[config.mk]
export PLATFORM = sky130hd
export DESIGN_NAME = fc_tile_sequencer
export DESIGN_NICKNAME = d
export VERILOG_FILES = /design/src/rtl/fc_tile_sequencer_pkg.sv /design/src/rtl/fc_tile_sequencer_tc_counter.sv /design/src/rtl/fc_tile_sequencer.sv
export SDC_FILE = /design/constraint.sdc
export NUM_CORES = 1
export LEC_CHECK = 0
export CORE_MARGIN = 8
export CORE_UTILIZATION = 56
export CTS_CLUSTER_SIZE = 12
export DETAILED_ROUTE_END_ITERATION = 10
export PLACE_DENSITY = 0.86
export SYNTH_ARGS = -nofsm -noshare
export SYNTH_HDL_FRONTEND = slang
export SYNTH_SLANG_ARGS = --single-unit
[constraint.sdc]
create_clock -name clk1 -period 5.3 [get_ports clk1]
set_input_delay 0.53 -clock clk1 [delete_from_list [all_inputs] [get_ports clk1]]
set_output_delay 0.53 -clock clk1 [all_outputs]
set_load 0.02 [all_outputs]
[src/rtl/fc_tile_sequencer_pkg.sv]
// Shared types and parameter helpers for the fully-connected tile sequencer.
package fc_pkg;

    typedef enum logic [2:0] {
        ST_IDLE, ST_LOAD, ST_COMPUTE, ST_FLUSH, ST_DRAIN, ST_DONE
    } fc_state_t;

    localparam int FC_KERNEL_SIZE = 4096;
    localparam int FC_TILING_SIZE = 8;
    localparam int NUM_TILES      = FC_KERNEL_SIZE / FC_TILING_SIZE;
    localparam int SEL_W          = $clog2(FC_TILING_SIZE);

    // Counters saturate rather than wrap, so every terminal count must fit CNT_W.
    function automatic bit fc_params_ok(int ifm, int kern, int tile, int cnt_w);
        return (cnt_w >= 1) && (cnt_w < 31) && (ifm >= 1) && (ifm < (1 << cnt_w)) &&
               (tile >= 2) && (kern >= tile) && (kern % tile == 0) &&
               (kern / tile <= (1 << cnt_w));
    endfunction

endpackage

[src/rtl/fc_tile_sequencer_tc_counter.sv]
// Up-counter with synchronous clear and a terminal-count flag; holds at LAST.
module fc_tc_counter #(
    parameter int W    = 16,
    parameter int LAST = 1
) (
    input  logic         clk1,
    input  logic         rst_n,
    input  logic         clr,
    input  logic         inc,
    output logic [W-1:0] cnt,
    output logic         tc
);

    assign tc = (cnt == W'(LAST));

    always_ff @(posedge clk1 or negedge rst_n) begin
        if (!rst_n)          cnt <= '0;
        else if (clr)        cnt <= '0;
        else if (inc && !tc) cnt <= cnt + 1'b1;
    end

endmodule

[src/rtl/fc_tile_sequencer.sv]
// Load/compute/flush/drain sequencer driving an 8-lane FC PE array from one IFM buffer.
module fc_tile_sequencer
    import fc_pkg::*;
#(
    parameter int IFM_SIZE    = 9162,
    parameter int KERNEL_SIZE = 4096,
    parameter int TILING_SIZE = 8,
    parameter int CNT_W       = 16
) (
    input  logic                           clk1,
    input  logic                           rst_n,
    input  logic                           start,
    output logic                           busy,
    output logic                           done,
    input  logic                           ifm_valid,
    output logic                           ifm_ready,
    output logic                           buf_wr_en,
    output logic [CNT_W-1:0]               buf_wr_addr,
    input  logic                           wgt_valid,
    output logic                           wgt_read,
    output logic                           buf_rd_en,
    output logic [CNT_W-1:0]               buf_rd_addr,
    output logic                           pe_en,
    output logic                           psum_clr,
    output logic                           capture,
    output logic [$clog2(TILING_SIZE)-1:0] out_sel,
    output logic                           ofm_valid,
    input  logic                           ofm_ready,
    output logic [CNT_W-1:0]               tile_idx
);

    localparam int TILES  = KERNEL_SIZE / TILING_SIZE;
    localparam int OSEL_W = $clog2(TILING_SIZE);

    generate
        if (!fc_params_ok(IFM_SIZE, KERNEL_SIZE, TILING_SIZE, CNT_W)) begin : g_bad_params
            $error("fc_tile_sequencer: illegal parameter set");
        end
    endgenerate

    fc_state_t state_q, state_d;
    logic      flush2_q;
    logic      start_go, ofm_acc, last_acc, next_tile;
    logic      load_tc, elem_tc, sel_tc, tile_tc;

    always_ff @(posedge clk1 or negedge rst_n) begin
        if (!rst_n) begin
            state_q  <= ST_IDLE;
            flush2_q <= 1'b0;
            pe_en    <= 1'b0;
            psum_clr <= 1'b0;
        end else begin
            state_q  <= state_d;
            flush2_q <= (state_q == ST_FLUSH) && !flush2_q;
            // Buffer read latency is one cycle, so the PE sees each element a cycle late.
            pe_en    <= buf_rd_en;
            psum_clr <= buf_rd_en && (buf_rd_addr == '0);
        end
    end

    always_comb begin
        state_d   = state_q;
        busy      = (state_q != ST_IDLE);
        done      = 1'b0;
        ifm_ready = 1'b0;
        wgt_read  = 1'b0;
        capture   = 1'b0;
        ofm_valid = 1'b0;
        start_go  = 1'b0;
        case (state_q)
            ST_IDLE: begin
                start_go = start;
                if (start) state_d = ST_LOAD;
            end
            ST_LOAD: begin
                ifm_ready = 1'b1;
                if (ifm_valid && load_tc) state_d = ST_COMPUTE;
            end
            ST_COMPUTE: begin
                wgt_read = wgt_valid;
                if (wgt_valid && elem_tc) state_d = ST_FLUSH;
            end
            ST_FLUSH: begin
                capture = flush2_q;
                if (flush2_q) state_d = ST_DRAIN;
            end
            ST_DRAIN: begin
                ofm_valid = 1'b1;
                if (ofm_ready && sel_tc) state_d = tile_tc ? ST_DONE : ST_COMPUTE;
            end
            ST_DONE: begin
                done    = 1'b1;
                state_d = ST_IDLE;
            end
            default: state_d = ST_IDLE;
        endcase
    end

    assign buf_wr_en = ifm_valid & ifm_ready;
    assign buf_rd_en = wgt_read;
    assign ofm_acc   = ofm_valid & ofm_ready;
    assign last_acc  = ofm_acc & sel_tc;
    assign next_tile = last_acc & ~tile_tc;

    fc_tc_counter #(.W(CNT_W), .LAST(IFM_SIZE-1)) u_load_cnt (
        .clk1(clk1), .rst_n(rst_n), .clr(start_go | (buf_wr_en & load_tc)),
        .inc(buf_wr_en), .cnt(buf_wr_addr), .tc(load_tc));

    fc_tc_counter #(.W(CNT_W), .LAST(IFM_SIZE-1)) u_elem_cnt (
        .clk1(clk1), .rst_n(rst_n), .clr(start_go | next_tile),
        .inc(buf_rd_en), .cnt(buf_rd_addr), .tc(elem_tc));

    fc_tc_counter #(.W(OSEL_W), .LAST(TILING_SIZE-1)) u_sel_cnt (
        .clk1(clk1), .rst_n(rst_n), .clr(start_go | last_acc),
        .inc(ofm_acc), .cnt(out_sel), .tc(sel_tc));

    fc_tc_counter #(.W(CNT_W), .LAST(TILES-1)) u_tile_cnt (
        .clk1(clk1), .rst_n(rst_n), .clr(start_go),
        .inc(last_acc), .cnt(tile_idx), .tc(tile_tc));

endmodule

run_1/met1.png
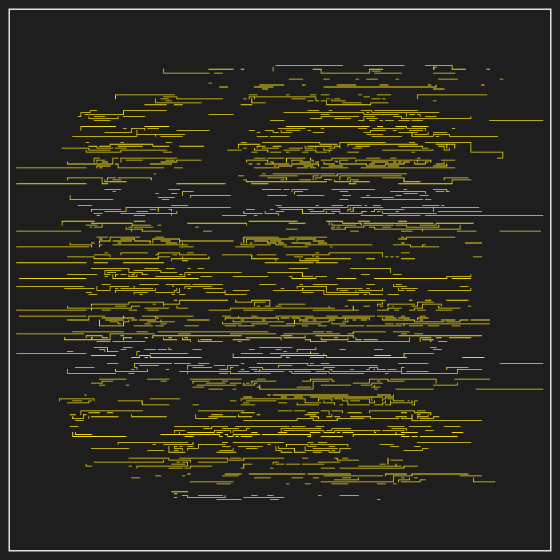
wire length on this layer = 3,890 microns
main direction = horizontal
nets with wire on the layer = 389
via count: 3,119
DRT Wirelength: 8.70 mm
M1 GR Usage: 26.2%

run_1/cell_classes.png
Fill, decap, tap and diode cells in gray.
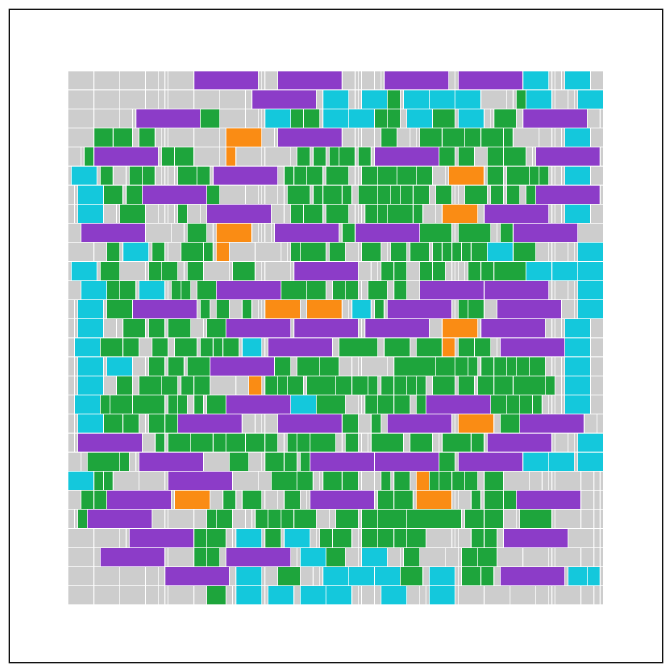
green -> all other logic  # cells 281, share of their area 44%
cyan -> other buffers and delay cells  # cells 69, share of their area 17%
purple -> flip-flops  # cells 57, share of their area 35%
orange -> clock drivers and dummy loads  # cells 15, share of their area 4.0%
core area: 5820 sq um
flop share of the area: 34.3%

==> flow_metrics.py, run 1 <==
# Metrics from the implementation run
metrics = {
    "run_status": {
        "status": "finished, final reports clean",
    },
    "timing": {
        "fin_tns_setup_ps": 0,
        "fin_crit_sh_pct": 55.2,
        "timing.hold.ws_ps": 327,
        "setup_ws_ps": 2370,
        "final-setup-viol-count": 0,
        "relSlewSlack_pct": 24.5,
    },
    "detailed_routing": {
        "first_iter_violations": 185,
        "final_antenna_net_count": 0,
        "wl_per_cell_microns": 17.5,
        "routed.top_layer": "met4",
        "vias_per_cell": 6.28,
        "wl_met1_mm": 3.89,
        "wl_met3_microns": 544,
    },
    "cells_and_area": {
        "logic_gates": 272,
        "seq_cell_count": 57,
        "dominant_cells": "multi-input combinational cells",
        "comb_share_pct": 42.5,
        "nNetsFinal": 432,
        "clkbuf_count": 11,
        "nNonClkInverters": 9,
        "design_area_sq_um": 4160,
        "area_growth_pct": 25.4,
        "buffer_area_share_pct": 16.3,
        "fill_cells": 469,
        "antennaDiodeCount": 0,
    },
    "setup_path": {
        "regToRegStartpoint": "u_tile_cnt.cnt[9]",
        "crit_slowest_cell": "clkdlybuf4s50_1",
        "critical_path.max_stage_delay_ps": 690,
        "reg2reg_setup_slack_ps": 2580,
        "cp_max_fo": 15,
        "regToRegEndpoint": "u_elem_cnt.cnt[12]",
        "reg2regPathDepth": 4,
        "endpoint_kind": "output pin",
        "cp.arrival_ps": 2400,
        "cp-endpoint": "wgt_read",
        "crit_cells": 4,
    },
    "clock_tree": {
        "clock_latency_ps": 340,
        "clock_sinks": 57,
        "cts_resized": 0,
        "root_buffer": "clkbuf_8",
        "clkSlewWorstSetupHoldPaths_ps": 60,
        "clk_path_buf_depth": 2,
    },
    "synth": {
        "ys_cells": 354,
        "synth.avg_cell_area_sq_um": 9.38,
        "top_cell_area_share_pct": 43.0,
        "postSynthSeqShare_pct": 43.0,
        "synth_cells": 354,
        "flop_cell": "dfrtp_1",
        "ys_sh_adder_pct": 3.02,
        "ys_warn_count": 0,
        "muxShareOfSynthArea_pct": 0.641,
        "ys_ff": 57,
    },
    "global_route": {
        "use_met2_pct": 32.8,
        "antenna_found_initial": 0,
        "grt.overflow.total": 0,
        "grt_first_pass_wirelength_mm": 14.7,
        "grt_busiest_layer": "met2",
    },
    "die": {
        "die_x_microns": 93.0,
        "fp_util_pct": 57.1,
        "io_pins": 67,
        "fp.dieArea_sq_um": 8650,
    },
    "power": {
        "power_leader": "registers",
        "seqPwrFrac_pct": 46.9,
        "p_comb_uw": 204,
        "sw_frac_of_total_pct": 31.7,
        "ir_drop_mv": 0.238,
        "power_leakage_nw": 1.68,
        "p_sw_uw": 329,
        "clock_power_share_pct": 33.4,
        "pg_clk_uw": 347,
    },
    "run": {
        "warnings": 29,
        "maxCapViolCount": 0,
    },
    "placed_design": {
        "postPlaceCellArea_sq_um": 4000,
        "portBuffers": 66,
    },
}
run_1/met3.png
Bar = 20 microns.
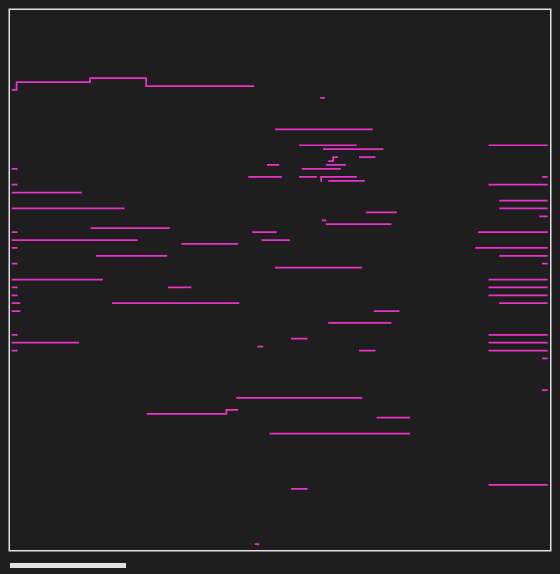
wire length on this layer = 545 microns
nets with wire on the layer = 61
main direction = horizontal
longest straight run = 23.9 microns
met3 Use GR: 5.85%

==> run 1: flip-flops by register name, summed over array words and instances (netlist names) <==
signal	count
pe_en	1
u_load_cnt.cnt	16
state_q	3
flush2_q	1
psum_clr	1
u_elem_cnt.cnt	16
u_sel_cnt.cnt	3
u_tile_cnt.cnt	16
==> run 1: cell usage in the layout (no fill, tap or decap), types with 6 or more instances in the layout <==
master and count:
nand3_1 23, clkbuf_8 10, and2_1 6, o21ai_0 16
and3_1 6, xor2_1 12, dfrtp_1 57, clkdlybuf4s50_1 65
nand4_1 21, nor2_1 17, inv_1 9, nor4_1 9
or4_1 16, o31ai_1 16, ha_1 8, nand2_1 26
a21oi_1 31, and4_1 10, or3_1 12
==> run 2: changes to the inputs <==
--- a/config.mk
+++ b/config.mk
@@ -6,10 +6,10 @@
 export NUM_CORES = 1
 export LEC_CHECK = 0
 export CORE_MARGIN = 8
-export CORE_UTILIZATION = 56
+export CORE_UTILIZATION = 52
 export CTS_CLUSTER_SIZE = 12
 export DETAILED_ROUTE_END_ITERATION = 10
-export PLACE_DENSITY = 0.86
+export PLACE_DENSITY = 0.81
 export SYNTH_ARGS = -nofsm -noshare
 export SYNTH_HDL_FRONTEND = slang
 export SYNTH_SLANG_ARGS = --single-unit
==> constraint.sdc (replaced) <==
create_clock -name clk1 -period 2.98 [get_ports clk1]
set_input_delay 0.298 -clock clk1 [delete_from_list [all_inputs] [get_ports clk1]]
set_output_delay 0.298 -clock clk1 [all_outputs]
set_load 0.02 [all_outputs]
run_2/cell_classes.png
Fill, decap, tap and diode cells in gray.
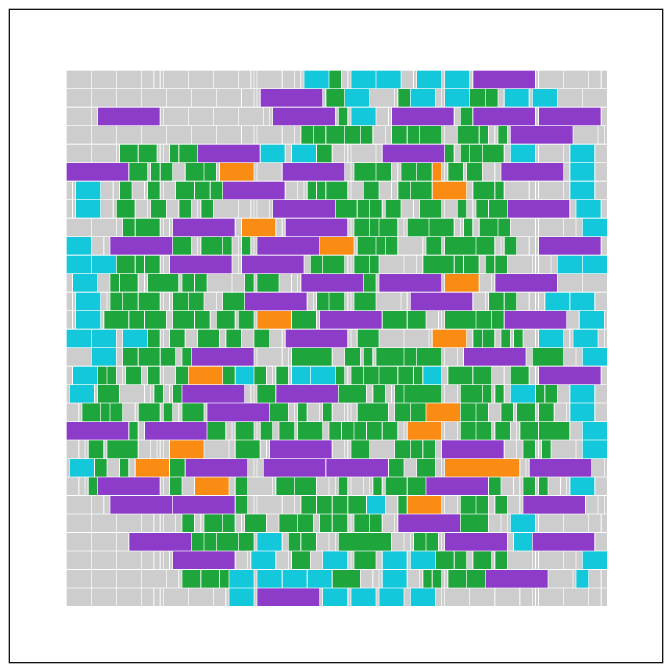
orange -> clock drivers and dummy loads  # cells 16, share of their area 5.4%
green -> all other logic  # cells 281, share of their area 43%
cyan -> other buffers and delay cells  # cells 72, share of their area 17%
purple -> flip-flops  # cells 57, share of their area 34%
fin util: 67.8%
core area: 6280 sq um
post-route cell area: 4260 sq um
flop share of the area: 33.5%
FP Rows: 29

run_2/met1.png
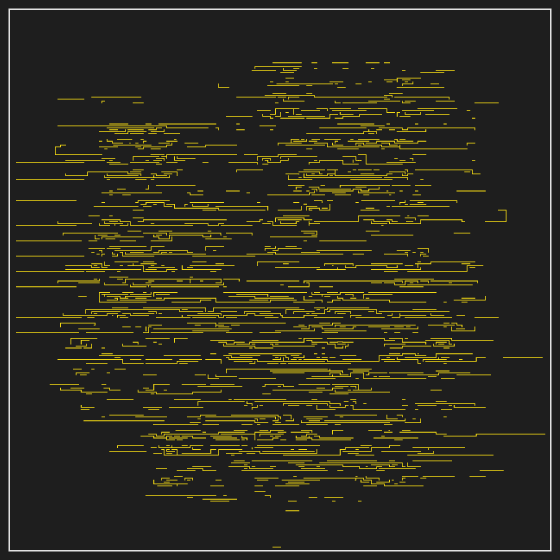
nets with wire on the layer = 384
wire length on this layer = 3,980 microns
main direction = horizontal
share of all routed wire = 44%
M1 GR Usage: 26.8%
via count: 3,196
DRT Wirelength: 9.03 mm

==> run 2 against run 1 <==
Against the previous run:
- critical path depth stayed put
- cell count is 1.2% higher
- core utilization is 3.8 points lower
- worst hold slack better by 93 ps
- die area is 6.3% higher
- sequential share of layout area is 0.75 points lower
- via count is 2.5% higher
- clock skew is 6.0 ps lower
- clock power is 130% higher
- combinational power is 79% higher
- clock-buffer cell count is 4 higher
- critical path type unchanged
==> flow_metrics.py, run 2 <==
# Metrics from the implementation run
metrics = {
    "run_status": {
        "status": "finished, final reports clean",
    },
    "die": {
        "fp_util_pct": 52.9,
        "fp.dieArea_sq_um": 9200,
        "die_x_microns": 95.9,
        "io_pins": 67,
        "die_h_microns": 95.9,
    },
    "timing": {
        "timing.hold.ws_ps": 420,
        "fin_crit_sh_pct": 88.1,
        "fin_tns_setup_ps": 0,
        "final-setup-viol-count": 0,
        "relSlewSlack_pct": 59.7,
        "setup_ws_ps": 355,
    },
    "synth": {
        "edf_count": 0,
        "ys_sh_adder_pct": 3.02,
        "ys_area_sq_um": 3320,
        "postSynthSeqShare_pct": 43.0,
        "synth_dominant_cell_count": "dfrtp_1",
        "flop_cell": "dfrtp_1",
        "synth_cells": 354,
        "ys_cells": 354,
        "ys_warn_count": 0,
        "synthArstFlopShare_pct": 100,
        "synth.avg_cell_area_sq_um": 9.38,
        "muxShareOfSynthArea_pct": 0.641,
        "top_cell_area_share_pct": 43.0,
        "ys_sh_aoi_pct": 14.8,
    },
    "global_route": {
        "grt_first_pass_wirelength_mm": 15.2,
        "antenna_found_initial": 0,
        "grt.overflow.total": 0,
        "first_global_vias": 3138,
    },
    "setup_path": {
        "endpoint_kind": "output pin",
        "regToRegStartpoint": "state_q[2]",
        "crit_family": "buffers and inverters",
        "crit_cells": 4,
        "reg2reg_setup_slack_ps": 690,
        "critical_path.max_stage_delay_ps": 700,
        "reg2regPathDepth": 6,
        "cp-endpoint": "buf_rd_en",
        "cp.arrival_ps": 2330,
        "cp_max_fo": 15,
        "regToRegEndpoint": "u_elem_cnt.cnt[15]",
        "crit_slowest_cell": "clkdlybuf4s50_1",
        "worstPathRequired_ps": 2680,
    },
    "detailed_routing": {
        "first_iter_violations": 180,
        "vias_per_cell": 6.35,
        "final_antenna_net_count": 0,
        "wl_per_cell_microns": 17.9,
    },
    "power": {
        "power_leader": "registers",
        "p_sw_uw": 584,
        "power_leakage_nw": 1.72,
        "p_seq_uw": 868,
        "pg_clk_uw": 802,
        "sw_frac_of_total_pct": 28.7,
        "ir_drop_mv": 0.542,
        "seqPwrFrac_pct": 42.7,
        "p_comb_uw": 365,
        "clock_power_share_pct": 39.4,
    },
    "cells_and_area": {
        "nNetsFinal": 435,
        "mostFrequentLayoutCells": "clkdlybuf4s50_1 (65), dfrtp_1 (57), a21oi_1 (31)",
        "antennaDiodeCount": 0,
        "area_growth_pct": 28.2,
        "final_cells": 503,
        "top_regs": "u_elem_cnt.cnt (16), u_load_cnt.cnt (16), u_tile_cnt.cnt (16)",
        "lay_top_count": "clkdlybuf4s50_1",
    },
    "clock_tree": {
        "clkSlewWorstSetupHoldPaths_ps": 60,
        "clock_latency_ps": 330,
        "clock_sinks": 57,
        "root_buffer": "clkbuf_8",
        "cts_resized": 0,
        "postCtsHoldBufs": 1,
        "clk_path_buf_depth": 2,
    },
    "placed_design": {
        "portBuffers": 66,
        "postPlaceCellArea_sq_um": 4020,
        "post-dp-hpwl_mm": 6.33,
    },
    "run": {
        "maxCapViolCount": 0,
        "warnings": 29,
    },
}
## run 2: cell counts after synthesis
No cell type changed its count.
## run 2: kinds of logic after synthesis
family                     after synthesis
muxes                                    2
buffers and inverters                   25
xor gates and xnor gates                12
DFF                                     57
AOI/OAI and AO/OA                       78
and+or+nand+nor                        172
adders and majority gates                8
## run 2: cell type report
type,count,area (sq um)
Fill cell,503,2020
Multi-Input combinational cell,272,1770
Sequential cell,57,1430
Timing Repair Buffer,72,703
Clock buffer,15,196
Tap cell,77,96.3
Inverter,9,33.8
Clock inverter,1,30.0
## run 2: layer usage
metal | up-vias | routed length [microns] | track usage, %
li1 | 1496 | - | -
met1 | 1560 | 3980 | 26.8
met2 | 120 | 4260 | 32.9
met3 | 20 | 639 | 5.23
met4 | 0 | 146 | 7.55
met5 | - | 0 | 0
Power figures rest on the tool's default switching activity, not on a simulated workload.
